**Run 1: M3 wires**

Scale bar: 50 µm.
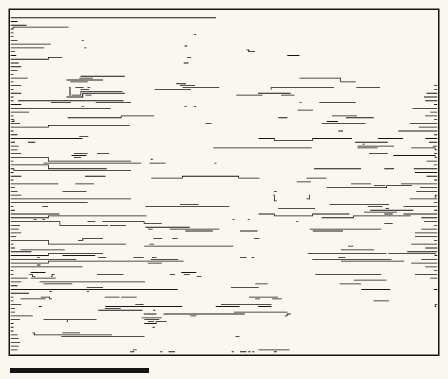
**Run 1: met4 routing**

Supply wires on this layer in gray.
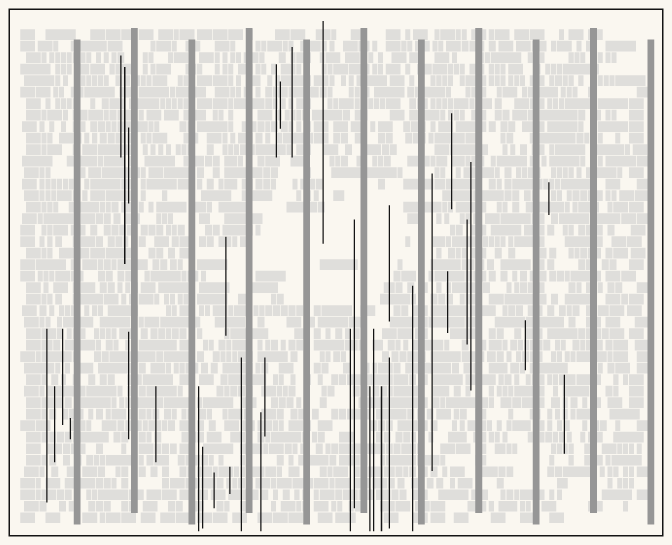
**Run 1: cells by drive strength**

Scale bar: 50 µm.
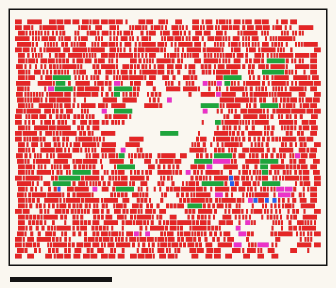
### config.mk
export PLATFORM = sky130hd
export DESIGN_NAME = hilo_sched
export DESIGN_NICKNAME = d
export VERILOG_FILES = /design/src/rtl/hilo_sched_pkg.sv /design/src/rtl/hilo_sched_sel.sv /design/src/rtl/hilo_sched.sv
export SDC_FILE = /design/constraint.sdc
export NUM_CORES = 1
export LEC_CHECK = 0
export ABC_AREA = 1
export CAP_MARGIN = 20
export CORE_ASPECT_RATIO = 0.8
export CORE_MARGIN = 2
export CORE_UTILIZATION = 48
export DETAILED_ROUTE_END_ITERATION = 6
export MAX_ROUTING_LAYER = met4
export PLACE_DENSITY = 0.87
export RECOVER_POWER = 25
export SLEW_MARGIN = 5
export SYNTH_ARGS = -nofsm -noshare
export SYNTH_HDL_FRONTEND = slang
export SYNTH_SLANG_ARGS = --single-unit
### constraint.sdc
create_clock -name clk -period 6.9 [get_ports clk]
set_input_delay 1.38 -clock clk [delete_from_list [all_inputs] [get_ports clk]]
set_output_delay 1.38 -clock clk [all_outputs]
set_load 0.01 [all_outputs]
### src/rtl/hilo_sched_pkg.sv
// Shared types for the HI/LO scheduler: decoded ops, op classes and the
// request payload passed between issue-slot selection and the FSM.
package hilo_sched_pkg;

  localparam int unsigned DATA_W = 32;

  typedef enum logic [3:0] {
    OP_NOP   = 4'd0,
    OP_ADD   = 4'd1,
    OP_MULT  = 4'd2,
    OP_MULTU = 4'd3,
    OP_DIV   = 4'd4,
    OP_DIVU  = 4'd5,
    OP_MTHI  = 4'd6,
    OP_MTLO  = 4'd7,
    OP_MFHI  = 4'd8,
    OP_MFLO  = 4'd9
  } decoded_op_t;

  typedef enum logic [1:0] {
    NONE = 2'd0,
    LONG = 2'd1,
    WR   = 2'd2,
    RD   = 2'd3
  } hilo_class_t;

  typedef struct packed {
    decoded_op_t       op;
    logic [DATA_W-1:0] a;
    logic [DATA_W-1:0] b;
  } hilo_req_t;

  function automatic hilo_class_t op_class(input decoded_op_t op);
    hilo_class_t cls;
    case (op)
      OP_MULT, OP_MULTU, OP_DIV, OP_DIVU: cls = LONG;
      OP_MTHI, OP_MTLO:                   cls = WR;
      OP_MFHI, OP_MFLO:                   cls = RD;
      default:                            cls = NONE;
    endcase
    return cls;
  endfunction

endpackage

### src/rtl/hilo_sched_sel.sv
// Picks at most one HI/LO-class op per cycle; the older slot 0 always wins.
module hilo_sel
  import hilo_sched_pkg::*;
(
  input  logic      i_valid0,
  input  hilo_req_t i_req0,
  input  logic      i_valid1,
  input  hilo_req_t i_req1,
  output logic      o_sel_valid,
  output hilo_req_t o_sel,
  output logic      o_sel_slot,
  output logic      o_conflict
);

  logic w_hit0;
  logic w_hit1;

  assign w_hit0 = i_valid0 && (op_class(i_req0.op) != NONE);
  assign w_hit1 = i_valid1 && (op_class(i_req1.op) != NONE);

  assign o_sel_valid = w_hit0 || w_hit1;
  assign o_sel_slot  = !w_hit0 && w_hit1;
  assign o_sel       = w_hit0 ? i_req0 : i_req1;
  assign o_conflict  = w_hit0 && w_hit1;

endmodule

### src/rtl/hilo_sched.sv
// Owns architectural HI/LO, sequences the shared mult/div unit and stalls
// the dual-issue pipeline while a long op is outstanding.
module hilo_sched
  import hilo_sched_pkg::*;
#(
  parameter int unsigned TIMEOUT = 64,
  parameter int unsigned CNT_W   = 7
) (
  input  logic              clk,
  input  logic              reset,
  input  logic              flush,
  input  logic              req0_valid,
  input  decoded_op_t       req0_op,
  input  logic [DATA_W-1:0] req0_a,
  input  logic [DATA_W-1:0] req0_b,
  input  logic              req1_valid,
  input  decoded_op_t       req1_op,
  input  logic [DATA_W-1:0] req1_a,
  input  logic [DATA_W-1:0] req1_b,
  output logic              stall0,
  output logic              stall1,
  output decoded_op_t       md_op,
  output logic [DATA_W-1:0] md_a,
  output logic [DATA_W-1:0] md_b,
  output logic              md_flush,
  input  logic              md_ok,
  input  logic [DATA_W-1:0] md_hi,
  input  logic [DATA_W-1:0] md_lo,
  output logic [DATA_W-1:0] hi_rd,
  output logic [DATA_W-1:0] lo_rd,
  output logic              busy,
  output logic              err
);

  typedef enum logic {
    ST_IDLE = 1'b0,
    ST_BUSY = 1'b1
  } state_t;

  state_t            r_state, w_state_nxt;
  logic [CNT_W-1:0]  r_cnt, w_cnt_nxt;
  logic              r_err, w_err_nxt;
  logic [DATA_W-1:0] r_hi, w_hi_nxt;
  logic [DATA_W-1:0] r_lo, w_lo_nxt;
  decoded_op_t       r_md_op, w_md_op_nxt;
  logic [DATA_W-1:0] r_md_a, w_md_a_nxt;
  logic [DATA_W-1:0] r_md_b, w_md_b_nxt;
  logic              w_stall0, w_stall1;
  logic [DATA_W-1:0] w_hi_rd, w_lo_rd;

  hilo_req_t   w_req0, w_req1, w_sel;
  logic        w_sel_valid, w_sel_slot, w_conflict;
  hilo_class_t w_sel_cls;

  assign w_req0 = '{op: req0_op, a: req0_a, b: req0_b};
  assign w_req1 = '{op: req1_op, a: req1_a, b: req1_b};

  hilo_sel u_sel (
    .i_valid0    (req0_valid),
    .i_req0      (w_req0),
    .i_valid1    (req1_valid),
    .i_req1      (w_req1),
    .o_sel_valid (w_sel_valid),
    .o_sel       (w_sel),
    .o_sel_slot  (w_sel_slot),
    .o_conflict  (w_conflict)
  );

  assign w_sel_cls = op_class(w_sel.op);

  // State, counter, HI/LO and unit-operand registers
  always_ff @(posedge clk) begin
    if (!reset) begin
      r_state <= ST_IDLE;
      r_cnt   <= '0;
      r_err   <= 1'b0;
      r_hi    <= '0;
      r_lo    <= '0;
      r_md_op <= OP_NOP;
      r_md_a  <= '0;
      r_md_b  <= '0;
    end else begin
      r_state <= w_state_nxt;
      r_cnt   <= w_cnt_nxt;
      r_err   <= w_err_nxt;
      r_hi    <= w_hi_nxt;
      r_lo    <= w_lo_nxt;
      r_md_op <= w_md_op_nxt;
      r_md_a  <= w_md_a_nxt;
      r_md_b  <= w_md_b_nxt;
    end
  end

  // Next state, commits, stalls and HI/LO forwarding
  always_comb begin
    w_state_nxt = r_state;
    w_cnt_nxt   = r_cnt;
    w_err_nxt   = r_err;
    w_hi_nxt    = r_hi;
    w_lo_nxt    = r_lo;
    w_md_op_nxt = r_md_op;
    w_md_a_nxt  = r_md_a;
    w_md_b_nxt  = r_md_b;
    w_stall0    = 1'b0;
    w_stall1    = 1'b0;
    w_hi_rd     = r_hi;
    w_lo_rd     = r_lo;

    unique case (r_state)
      ST_IDLE: begin
        if (!flush) begin
          w_stall1 = w_conflict;
          if (w_sel_valid) begin
            case (w_sel_cls)
              LONG: begin
                w_state_nxt = ST_BUSY;
                w_cnt_nxt   = '0;
                w_md_op_nxt = w_sel.op;
                w_md_a_nxt  = w_sel.a;
                w_md_b_nxt  = w_sel.b;
                if (w_sel_slot) w_stall1 = 1'b1;
                else            w_stall0 = 1'b1;
              end
              WR: begin
                if (w_sel.op == OP_MTHI) w_hi_nxt = w_sel.a;
                else                     w_lo_nxt = w_sel.a;
              end
              default: ;
            endcase
          end
        end
      end
      ST_BUSY: begin
        if (flush) begin
          // Abort wins even over a same-cycle result
          w_state_nxt = ST_IDLE;
          w_md_op_nxt = OP_NOP;
          w_cnt_nxt   = '0;
        end else if (md_ok) begin
          w_hi_rd     = md_hi;
          w_lo_rd     = md_lo;
          w_hi_nxt    = md_hi;
          w_lo_nxt    = md_lo;
          w_state_nxt = ST_IDLE;
          w_md_op_nxt = OP_NOP;
          w_cnt_nxt   = '0;
        end else begin
          w_stall0 = 1'b1;
          w_stall1 = 1'b1;
          if (r_cnt < CNT_W'(TIMEOUT)) w_cnt_nxt = r_cnt + CNT_W'(1);
          if (w_cnt_nxt == CNT_W'(TIMEOUT)) w_err_nxt = 1'b1;
        end
      end
      default: ;
    endcase
  end

  assign stall0   = reset & w_stall0;
  assign stall1   = reset & w_stall1;
  assign md_flush = reset & flush;
  assign hi_rd    = w_hi_rd;
  assign lo_rd    = w_lo_rd;
  assign md_op    = r_md_op;
  assign md_a     = r_md_a;
  assign md_b     = r_md_b;
  assign busy     = (r_state == ST_BUSY);
  assign err      = r_err;

endmodule

==> results.json, run 1 <==
{
  "flop_cell": "dfxtp_1",
  "reg2reg_depth": 8,
  "synthTopCellsByArea": "dfxtp_1 33%, nand2_1 16%, o21ai_0 13%, nor2_1 9.3%, a21oi_1 7.9%",
  "row_count": 43,
  "die_area_mm2": 0.0191,
  "cts_buffer_depth": 2,
  "place_area_mm2": 0.0119,
  "synth-xor-area-share_pct": 0.505,
  "min_to": "md_op[3]$_SDFFE_PN0P_",
  "top_cell_area_share_pct": 32.6,
  "post_cts.repair.setup_buffers": 0,
  "syn_area_mm2": 0.00866,
  "via_per_inst": 5.23,
  "fmax_ghz": 0.177,
  "ir_worst_vdd_mv": 0.169,
  "grt_first_pass_wirelength_um": 46600,
  "top_cells_by_count": "371 x nand2_1, 224 x o21ai_0, 214 x nor2_1",
  "crit_slowest_cell": "clkdlybuf4s50_1",
  "whs_path_depth": 2,
  "clock_sinks": 141,
  "grt_max_degree": 120,
  "place.gp.congestion": 0.904,
  "tightest_slew_ns": 1.09,
  "drc_errors": 1,
  "overflow": 0,
  "fin_crit_ns": 5.66,
  "status": "finished with violations",
  "critPathRequiredTime_ns": 5.52,
  "fin_util_pct": 72.0,
  "postRouteAntennaNets": 0,
  "cts_buffers": 17,
  "power_density_mw_per_mm2": 189,
  "synth_warnings": 0,
  "rsz0062_at_grt": "false",
  "final-nonclk-buf-share_pct": 28.1,
  "worst_hold_slack_ns": 0.450,
  "num_tap_cells": 225,
  "violations": "design-rule violations",
  "slew_headroom_pct": 26.4,
  "post-place-ws_ns": 1.23,
  "hp-start": "md_op[3]$_SDFFE_PN0P_",
  "warnings": 30,
  "dieHeight_um": 124,
  "p_leak_nw": 5.82,
  "drive_gt1_share_pct": 3.44,
  "synthAoiAreaFrac_pct": 21.2
}
## Picture notes: 'M3 wires'
longest straight run: 73.6 µm
main direction: horizontal
share of all routed wire: 9.5%
nets with wire on the layer: 249

## Picture notes: 'met4 routing'
nets with wire on the layer: 32
wire length on this layer: 1,090 µm
main direction: vertical
share of all routed wire: 3.6%
longest straight run: 70.0 µm

## Picture notes: 'cells by drive strength'
[blue] drive 2 | cells: 6 | share: 0.34%
[green] drive 6 and up | cells: 28 | share: 1.6%
[red] drive 1 or less | cells: 1,686 | share: 97%
[magenta] drive 3 to 4 | cells: 26 | share: 1.5%
Plain + repair buffers: 355
Synth-to-Final Area Change: 45.2%

-- run 1: registers in the layout, summed over array words and instances (netlist names) --
register	count
md_a	32
md_b	32
r_hi	32
r_lo	32
r_cnt	7
md_op	4
busy	1
err	1
-- run 1: where the power goes --
| group | switching [W] | internal, W | leakage, nW |
|---|---|---|---|
| clock network | 0.000393 | 0.000587 | 0.300 |
| registers | 0.0000177 | 0.000853 | 1.14 |
| logic | 0.000279 | 0.000249 | 4.38 |
| total | 0.000690 | 0.00169 | 5.82 |
-- run 1: placed cells by master, fill, tap and decap left out, types with 2 or more instances in the layout --
master / count
xor2_1: 4
clkdlybuf4s50_1: 273
clkinv_1: 2
nor2_1: 214
nand4_1: 7
inv_6: 5
clkinvlp_4: 2
a21oi_1: 136
nand2_4: 3
o21ai_1: 3
inv_1: 154
bufinv_16: 3
nand2_2: 2
nand3b_1: 2
clkinv_4: 3
diode_2: 2
clkbuf_16: 17
or2_2: 2
nand3_1: 78
nor3_1: 3
o21ai_0: 224
dlygate4sd3_1: 68
dfxtp_1: 140
buf_4: 13
nor2_4: 2
ha_1: 6
nand2_1: 370
-- run 1: metal layers --
metal  track usage [%]  vias up  share of wire, %
li1                  -     5179                 -
met1              38.6     4585                41
met2              50.8      487                46
met3              8.84       77               9.5
met4              13.6        0               3.6
met5                 -        -                 0
-- run 1: cells by family after synthesis --
kind of cell    Yosys count
buf+inv                 263
mux                       1
simple gates            685
flops                   141
compound gates          364
fa+ha+maj                 6
xor+xnor                  5
-- run 1: critical path: cells and delay by family --
family | cells | cell delay, ns
AOI/OAI and AO/OA | 2 | 0.29
adders and majority gates | 1 | 0.28
buffers and inverters | 6 | 1.93
and+or+nand+nor | 3 | 0.36
==> run 2: changes to the inputs <==
--- a/config.mk
+++ b/config.mk
@@ -9,10 +9,10 @@
 export CAP_MARGIN = 20
 export CORE_ASPECT_RATIO = 0.8
 export CORE_MARGIN = 2
-export CORE_UTILIZATION = 48
+export CORE_UTILIZATION = 45
 export DETAILED_ROUTE_END_ITERATION = 6
 export MAX_ROUTING_LAYER = met4
-export PLACE_DENSITY = 0.87
+export PLACE_DENSITY = 0.83
 export RECOVER_POWER = 25
 export SLEW_MARGIN = 5
 export SYNTH_ARGS = -nofsm -noshare
==> constraint.sdc (replaced) <==
create_clock -name clk -period 5.3 [get_ports clk]
set_input_delay 1.06 -clock clk [delete_from_list [all_inputs] [get_ports clk]]
set_output_delay 1.06 -clock clk [all_outputs]
set_load 0.01 [all_outputs]
**Run 2: cell placement**

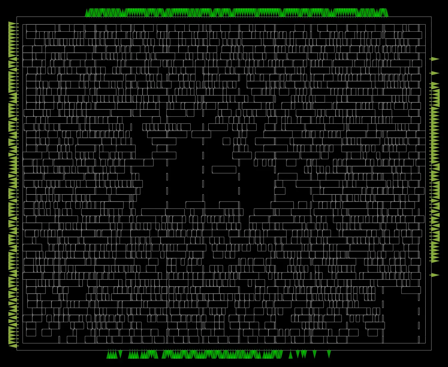
filler-free cell count of the finished design: 2,010
Rows: 45
sequential cell count: 141
Final Core Density: 66.7%
well tap count: 258

**Run 2: cells by drive strength**

Scale bar: 50 µm.
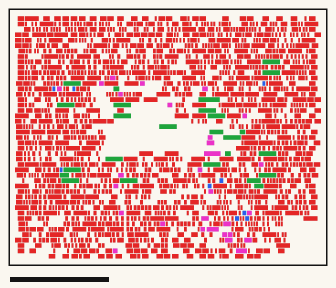
setup ws final: 0.335 ns
final instance area: 0.0126 mm²
Plain + repair buffers: 359

==> run 2 against run 1 <==
  * Die area up 6.5%
  * Area after synthesis unchanged
  * Critical endpoint is now stall0
  * Largest power group unchanged
  * Register-to-register slack worse by 1.4 ns
  * Clock power up about 20%
  * Worst setup slack worse by 0.90 ns
  * Clock skew up 0.0049 ns
  * The flow now finishes without violations
  * Core utilization down 5.3 points
  * Via count down 1.4%
==> results.json, run 2 <==
{
  "slew_headroom_pct": 20.0,
  "top_cell_area_share_pct": 32.6,
  "post_cts.repair.setup_buffers": 0,
  "drive_gt1_share_pct": 3.60,
  "grt_first_pass_wirelength_um": 46100,
  "min_to": "md_op[3]$_SDFFE_PN0P_",
  "cts_buffers": 17,
  "synthTopCellsByArea": "dfxtp_1 33%, nand2_1 16%, o21ai_0 13%, nor2_1 9.3%, a21oi_1 7.9%",
  "area_growth_pct": 45.6,
  "grt_max_degree": 145,
  "ir_worst_vdd_mv": 0.180,
  "cp_num_buf_inv": 3,
  "final_cell_mix": "370 x nand2_1, 273 x clkdlybuf4s50_1, 224 x o21ai_0, 214 x nor2_1, 154 x inv_1",
  "whs_path_depth": 2,
  "overflow": 0,
  "layout_top_cell": "nand2_1",
  "path_delay_family": "buffers and inverters",
  "status": "finished, final reports clean",
  "reg2reg_depth": 8,
  "fmax_ghz": 0.201,
  "hp-start": "md_op[3]$_SDFFE_PN0P_",
  "place.gp.congestion": 0.918,
  "warnings": 32,
  "rsz0062_at_grt": "false",
  "power_density_mw_per_mm2": 236,
  "clock_sinks": 141,
  "crit_slowest_cell": "clkdlybuf4s50_1",
  "critPathRequiredTime_ns": 4.24,
  "die_area_mm2": 0.0204,
  "place_area_mm2": 0.0120,
  "tightest_slew_ns": 1.19,
  "post-place-ws_ns": 0.363,
  "postRouteAntennaNets": 0
}
**Run 2: M3 wires**

Scale bar: 50 µm.
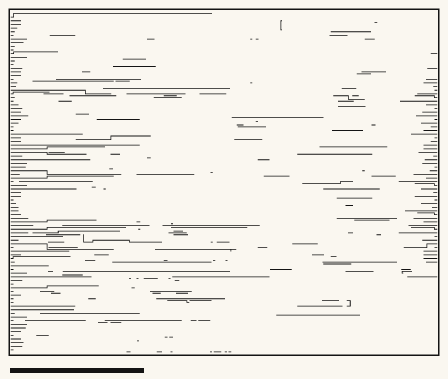
M3 GR Usage: 8.06%
final wirelength: 30,600 µm
Via Count: 10,200

-- run 2: cell count changes in the layout (fill, tap and decap cells not counted) --
cell	previous run	this run
buf_2	0	2
bufinv_16	3	1
clkinvlp_4	2	4
inv_6	5	3
buf_12	1	2
buf_4	13	14
clkbuf_1	0	1
clkbuf_8	1	2
clkinv_2	1	2
inv_8	1	0
-- run 2: cell type report --
| cell class | instances | area [µm²] |
|---|---|---|
| Sequential cell | 141 | 2830 |
| Fill cell | 1756 | 6310 |
| Multi-Input combinational cell | 1061 | 4720 |
| Timing Repair Buffer | 359 | 3570 |
| Clock buffer | 20 | 457 |
| Tap cell | 258 | 323 |
| Antenna cell | 2 | 5.00 |
| Inverter | 157 | 594 |
| Clock inverter | 12 | 114 |
-- run 2: worst min-delay path: stages (launching register included) --
cell	delay [ns]
dfxtp_1	0.31
nand2_1	0.06
nor2_1	0.03
-- run 2: how the worst max path moves through the flow --
stage / cells after the start / startpoint / slack (ns) / end
6_report: 13 / req0_op[1] / 0.34 / stall0
5_1_grt: 13 / req0_op[1] / 0.20 / stall0
4_1_cts: 13 / req0_op[2] / 0.35 / stall0
3_5_place_dp: 13 / req0_op[2] / 0.36 / stall0
3_3_place_gp: 13 / req0_op[2] / 0.43 / stall0
2_1_floorplan: 11 / req0_op[1] / 1.60 / stall0
-- run 2: report_power, final --
group | internal [W] | leakage [nW] | switching (W)
Sequential | 0.00111 | 1.14 | 0.0000219
Clock | 0.000674 | 0.269 | 0.000485
Combinational | 0.000326 | 4.39 | 0.000365
-- run 2: per-layer routing --
metal  global-route usage, %  up-vias  share of wire (%)
met3                    8.06       57                8.5
met1                    35.2     4540                 42
met2                    46.9      389                 47
met5                       -        -                  0
li1                        -     5197                  -
met4                    12.4        0                3.0
==> run 3: changes to the inputs <==
--- a/config.mk
+++ b/config.mk
@@ -6,9 +6,7 @@
 export NUM_CORES = 1
 export LEC_CHECK = 0
 export ABC_AREA = 1
-export CAP_MARGIN = 20
 export CORE_ASPECT_RATIO = 0.8
-export CORE_MARGIN = 2
 export CORE_UTILIZATION = 45
 export DETAILED_ROUTE_END_ITERATION = 6
 export MAX_ROUTING_LAYER = met4
**Run 3: signal wires by layer**

Scale bar: 50 µm.
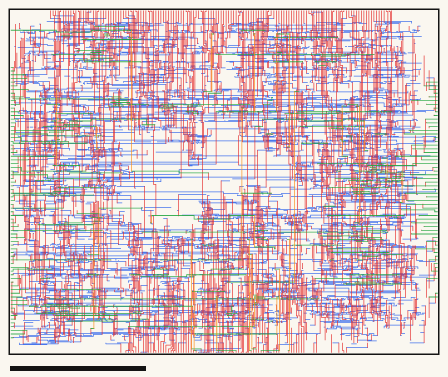
[blue] met1 | wire length: 13,500 µm
[red] met2 | wire length: 14,600 µm
[green] met3 | wire length: 2,720 µm
[orange] met4 | wire length: 756 µm
gr usage total: 32.2%
mean routed wirelength per cell: 15.7 µm
final wirelength: 31,500 µm

**Run 3: cells by drive strength**

Scale bar: 50 µm.
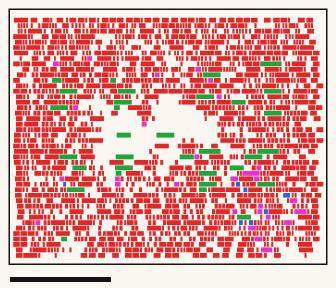
[green] drive 6 and up | cells: 32 | share: 1.8%
[magenta] drive 3 to 4 | cells: 28 | share: 1.6%
[red] drive 1 or less | cells: 1,685 | share: 96%
[blue] drive 2 | cells: 7 | share: 0.40%
Plain + repair buffers: 361
setup ws final: 0.375 ns
Synth-to-Final Area Change: 47.0%
final instance area: 0.0127 mm²

==> run 3 against run 2 <==
  * Via count up 2.8%
  * Combinational power up 2%
  * Routed wire length grew 3.2%
  * Flip-flop count unchanged
  * Hold slack improved by 0.0020 ns
  * Global-route usage increased by 2.8 points
  * Core utilization rose by 2.2 points
==> results.json, run 3 <==
{
  "slew_headroom_pct": 14.8,
  "synthTopCellsByArea": "dfxtp_1 33%, nand2_1 16%, o21ai_0 13%, nor2_1 9.3%, a21oi_1 7.9%",
  "grt_max_degree": 155,
  "postRouteAntennaNets": 0,
  "seq_area_mm2": 0.00283,
  "top_cell_area_share_pct": 32.6,
  "post-place-ws_ns": 0.359,
  "dieHeight_um": 126,
  "overflow": 0,
  "row_count": 44,
  "cts_buffers": 17,
  "critPathRequiredTime_ns": 4.24,
  "place.gp.congestion": 0.950,
  "via_per_inst": 5.22,
  "clock_sinks": 141,
  "fmax_ghz": 0.203,
  "logic_area_mm2": 0.00473,
  "status": "finished, final reports clean",
  "crit_slowest_cell": "clkdlybuf4s50_1",
  "cp_num_buf_inv": 3,
  "grtUsageMet3_pct": 7.09,
  "use_met1_pct": 41.5,
  "die_area_mm2": 0.0198
}
**Run 3: met4 routing**

Supply wires on this layer in gray.
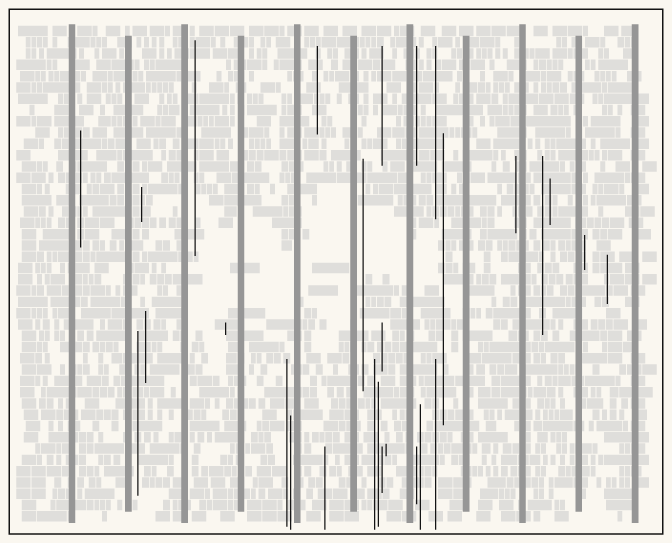
wire length on this layer: 756 µm
nets with wire on the layer: 23
main direction: vertical
share of all routed wire: 2.4%
Via Count: 10,500

run 3: cell counts after synthesis:
Identical to the previous run, type by type.
run 3: final cells by class:
class                           count  area share (%)
Antenna cell                        2          0.0393
Multi-Input combinational cell   1061            37.1
Tap cell                          253            2.49
Sequential cell                   141            22.2
Clock buffer                       18            3.45
Inverter                          157            4.67
Clock inverter                     14            1.43
Timing Repair Buffer              361            28.6
run 3: where the power goes:
| group | switching (W) | total [W] | internal (W) |
|---|---|---|---|
| clock network | 0.000512 | 0.00127 | 0.000762 |
| logic | 0.000376 | 0.000706 | 0.000330 |
| registers | 0.0000239 | 0.00113 | 0.00111 |
run 3: logic make-up (layout without fill, tap and decap cells):
group / Yosys count / in the layout / synth area share (%)
compound gates: 364 / 364 / 21.2
xor+xnor: 5 / 5 / 0.505
fa+ha+maj: 6 / 6 / 0.867
flops: 141 / 141 / 32.6
simple gates: 685 / 685 / 31.8
other cells: 0 / 2 / 0
buf+inv: 263 / 550 / 12.9
mux: 1 / 1 / 0.116
run 3: per-layer routing:
| metal | up-vias | share of wire, % |
|---|---|---|
| met3 | 59 | 8.6 |
| met1 | 4720 | 43 |
| met4 | 0 | 2.4 |
| met2 | 494 | 46 |
| met5 | - | 0 |
| li1 | 5196 | - |
run 3: final timing paths:
| kind | start | end | cells after the start |
|---|---|---|---|
| setup / recovery | req0_op[1] | stall0 | 13 |
| hold / removal | md_op[3]$_SDFFE_PN0P_ | md_op[3]$_SDFFE_PN0P_ | 2 |
| setup reg to reg | busy$_SDFF_PN0_ | r_cnt[6]$_SDFFE_PN0P_ | 8 |
| hold reg to reg | md_op[3]$_SDFFE_PN0P_ | md_op[3]$_SDFFE_PN0P_ | 2 |
run 3: worst min-delay path, cell delays in order, from the launching register on:
cell	delay, ns
dfxtp_1	0.31
nand2_1	0.06
nor2_1	0.04
Power is estimated from default activity; no workload was simulated.
